gates.png
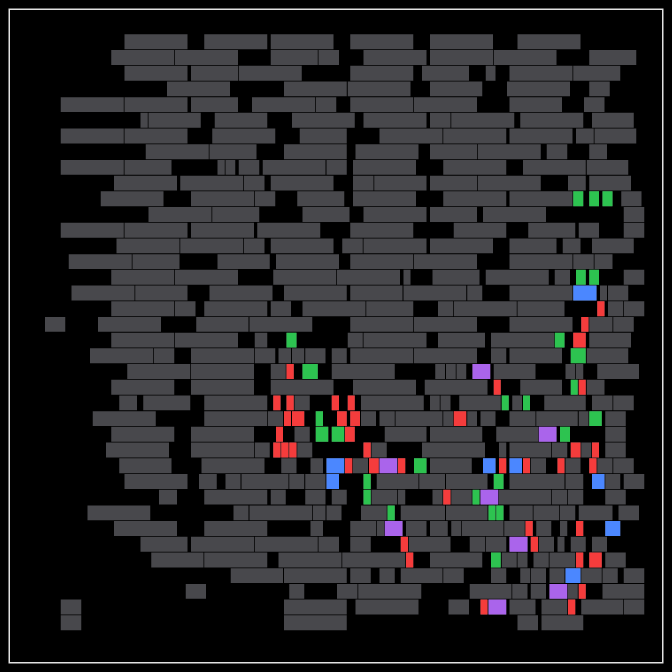
clock_wires.png
The bar under the picture is 20 um long.
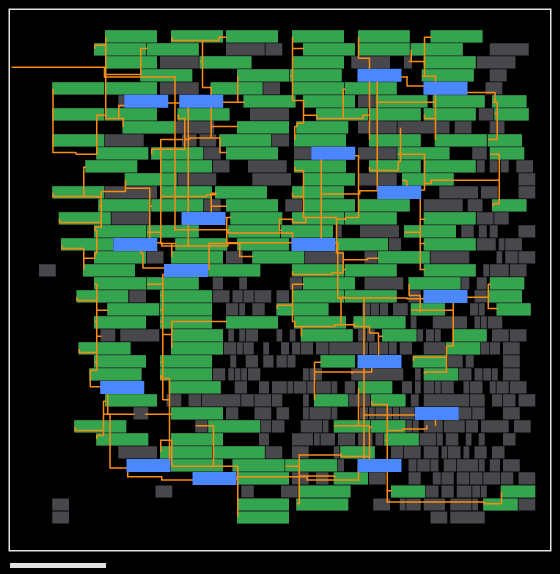
class_map.png
The bar under the picture is 20 um long.
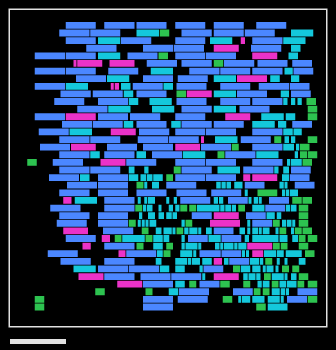
ff_map.png
The bar under the picture is 20 um long. Other sequential cells in the stronger grey, the rest of the logic in the fainter grey.
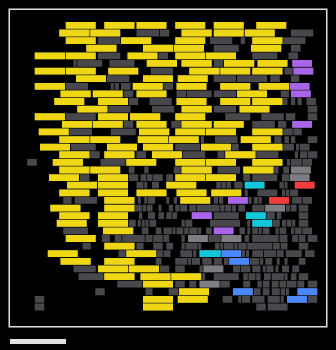
Design uart_tx_fifo_flat, sky130hd; sources not shown.
==> out/README.md <==
| Result | Value |
| --- | --- |
| Run status | complete, no violations |
| Fraction of the mapped netlist area in adder cells | 0.0215 |
| Die extent in x | 113 um |
| Relative contribution of combinational cells to total power | 0.052 |
| Worst hold path type | reg -> reg |
| List of cells traversed by the critical path | or4_1 -> buf_4 -> nor2_1 -> clkdlybuf4s50_1 |
| Worst slack, placed | -0.193 ns |
| Most common logic cells in the final layout | sky130_fd_sc_hd__edfxtp_1 (128), sky130_fd_sc_hd__buf_4 (38), sky130_fd_sc_hd__nor2_1 (32), sky130_fd_sc_hd__clkdlybuf4s50_1 (30), sky130_fd_sc_hd__mux2i_1 (27) |
| Mux area share | 0.139 |
| Yosys warning tally | 0 |
| Final antenna-violating net count | 0 |
| Proportion of layout cells with a drive suffix above 1 | 0.228 |
| Synthesized flop and latch total | 154 |
| Crit path max fanout | 5 |
| Fraction of registers with async set or reset after synthesis | 0 |
| Bufs and invs on worst path | 2 |
| Inserted Diodes | 0 |
| Area growth from synthesis to layout | 21.1% |
| Max Freq | 370 MHz |
| Count of nets after finishing | 459 |
| Number of maximum-capacitance violations | 0 |
| Starting DRT DRC Count | 305 |
| Final worst-path cycle share | 0.966 |
| Max-slew violation total from the final report | 0 |
| Synth top cell by count | sky130_fd_sc_hd__edfxtp_1 |
| CTS tree | built |
| GPL Wtd Cong | 0.819 |
| Initial antenna violation count | 0 |
| Top cells by area | sky130_fd_sc_hd__edfxtp_1 (62%), sky130_fd_sc_hd__mux4_2 (9.5%), sky130_fd_sc_hd__dfxtp_1 (8.4%) |
| Crit path capture type | primary output |
| FP Util | 0.560 |
| EDFF count, synth | 128 |
| # Cells Yosys | 365 |
| Cell variety after synth | 42 |
| CTS buffer count | 17 |
| Max stage delay on crit path | 0.56 ns |
| GRT Total Usage | 0.205 |
| Net Switching | 1.03 mW |
| Power consumption | 5.06 mW |
| Placed wire-length estimate after detailed placement | 7800 um |
| Top-level I/O count | 31 |
| Part of the total power dissipated in sequential elements | 0.498 |
Back to the opening pictures, gates.png:
| family | colour | cells |
|---|---|---|
| and/or cells | blue | 8 |
| nor cells | red | 41 |
| xor and xnor cells | purple | 8 |
| nand cells | green | 26 |
most common logic cell in the routed design: sky130_fd_sc_hd__edfxtp_1
combinational share of cell area: 0.229
count of placed standard cells in the final layout, fillers left out: 588

Back to the opening pictures, clock_wires.png:
[clock wires] orange | length: 1540 um
[flip-flops] green | count: 154
[clock-net drivers] blue | count: 17
routed clock nets: 18
proportion of power drawn by the clock network: 0.449
clk_skew: 0.00463 ns
clk_lat worst skew: 0.41 ns

Back to the opening pictures, class_map.png:
| class | colour | cells |
|---|---|---|
| remaining logic cells | cyan | 193 |
| clock drivers and dummy loads | magenta | 32 |
| sequential cells | blue | 154 |
| remaining buffers and delay cells | green | 69 |
final core utilization: 0.678
Seq/total area: 0.584
Layout Cell Area excl Fill: 0.00748 mm^2
total number of placement rows: 38

Back to the opening pictures, ff_map.png:
| name in the netlist | colour | flops |
|---|---|---|
| u_core.bus.level_o | blue | 5 |
| u_core.rd_ptr_q | cyan | 4 |
| u_core.cnt_q | red | 2 |
| u_core.bus.tx_data_o | purple | 8 |
| u_core.mem | yellow | 128 |
not coloured: 7
sequential cell area in the final layout: 0.00437 mm^2
Power Sequential: 2.52 mW

## layer usage
layer  track usage  vias to the layer above  routed length (um)
li1              -                     1570                   -
met1         0.260                     1741                5100
met2         0.336                       82                5970
met3        0.0610                       22                 589
met4        0.0769                        0                 246
met5             0                        -                   0
## cell type report
type | instances | area, um^2
Clock inverter | 15 | 173
Multi-Input combinational cell | 186 | 1710
Inverter | 7 | 26.3
Fill cell | 741 | 3550
Tap cell | 140 | 175
Timing Repair Buffer | 69 | 606
Sequential cell | 154 | 4370
Clock buffer | 17 | 425
## metrics by stage
step / setup TNS, ns / hold WS (ns)
global route: 0 / 0.520
detailed placement: -0.305 / 0.461
global placement: -0.153 / 0.457
floorplan: 0 / 0.461
finish: 0 / 0.470
CTS: 0 / 0.469
Power and IR drop assume default switching activity.
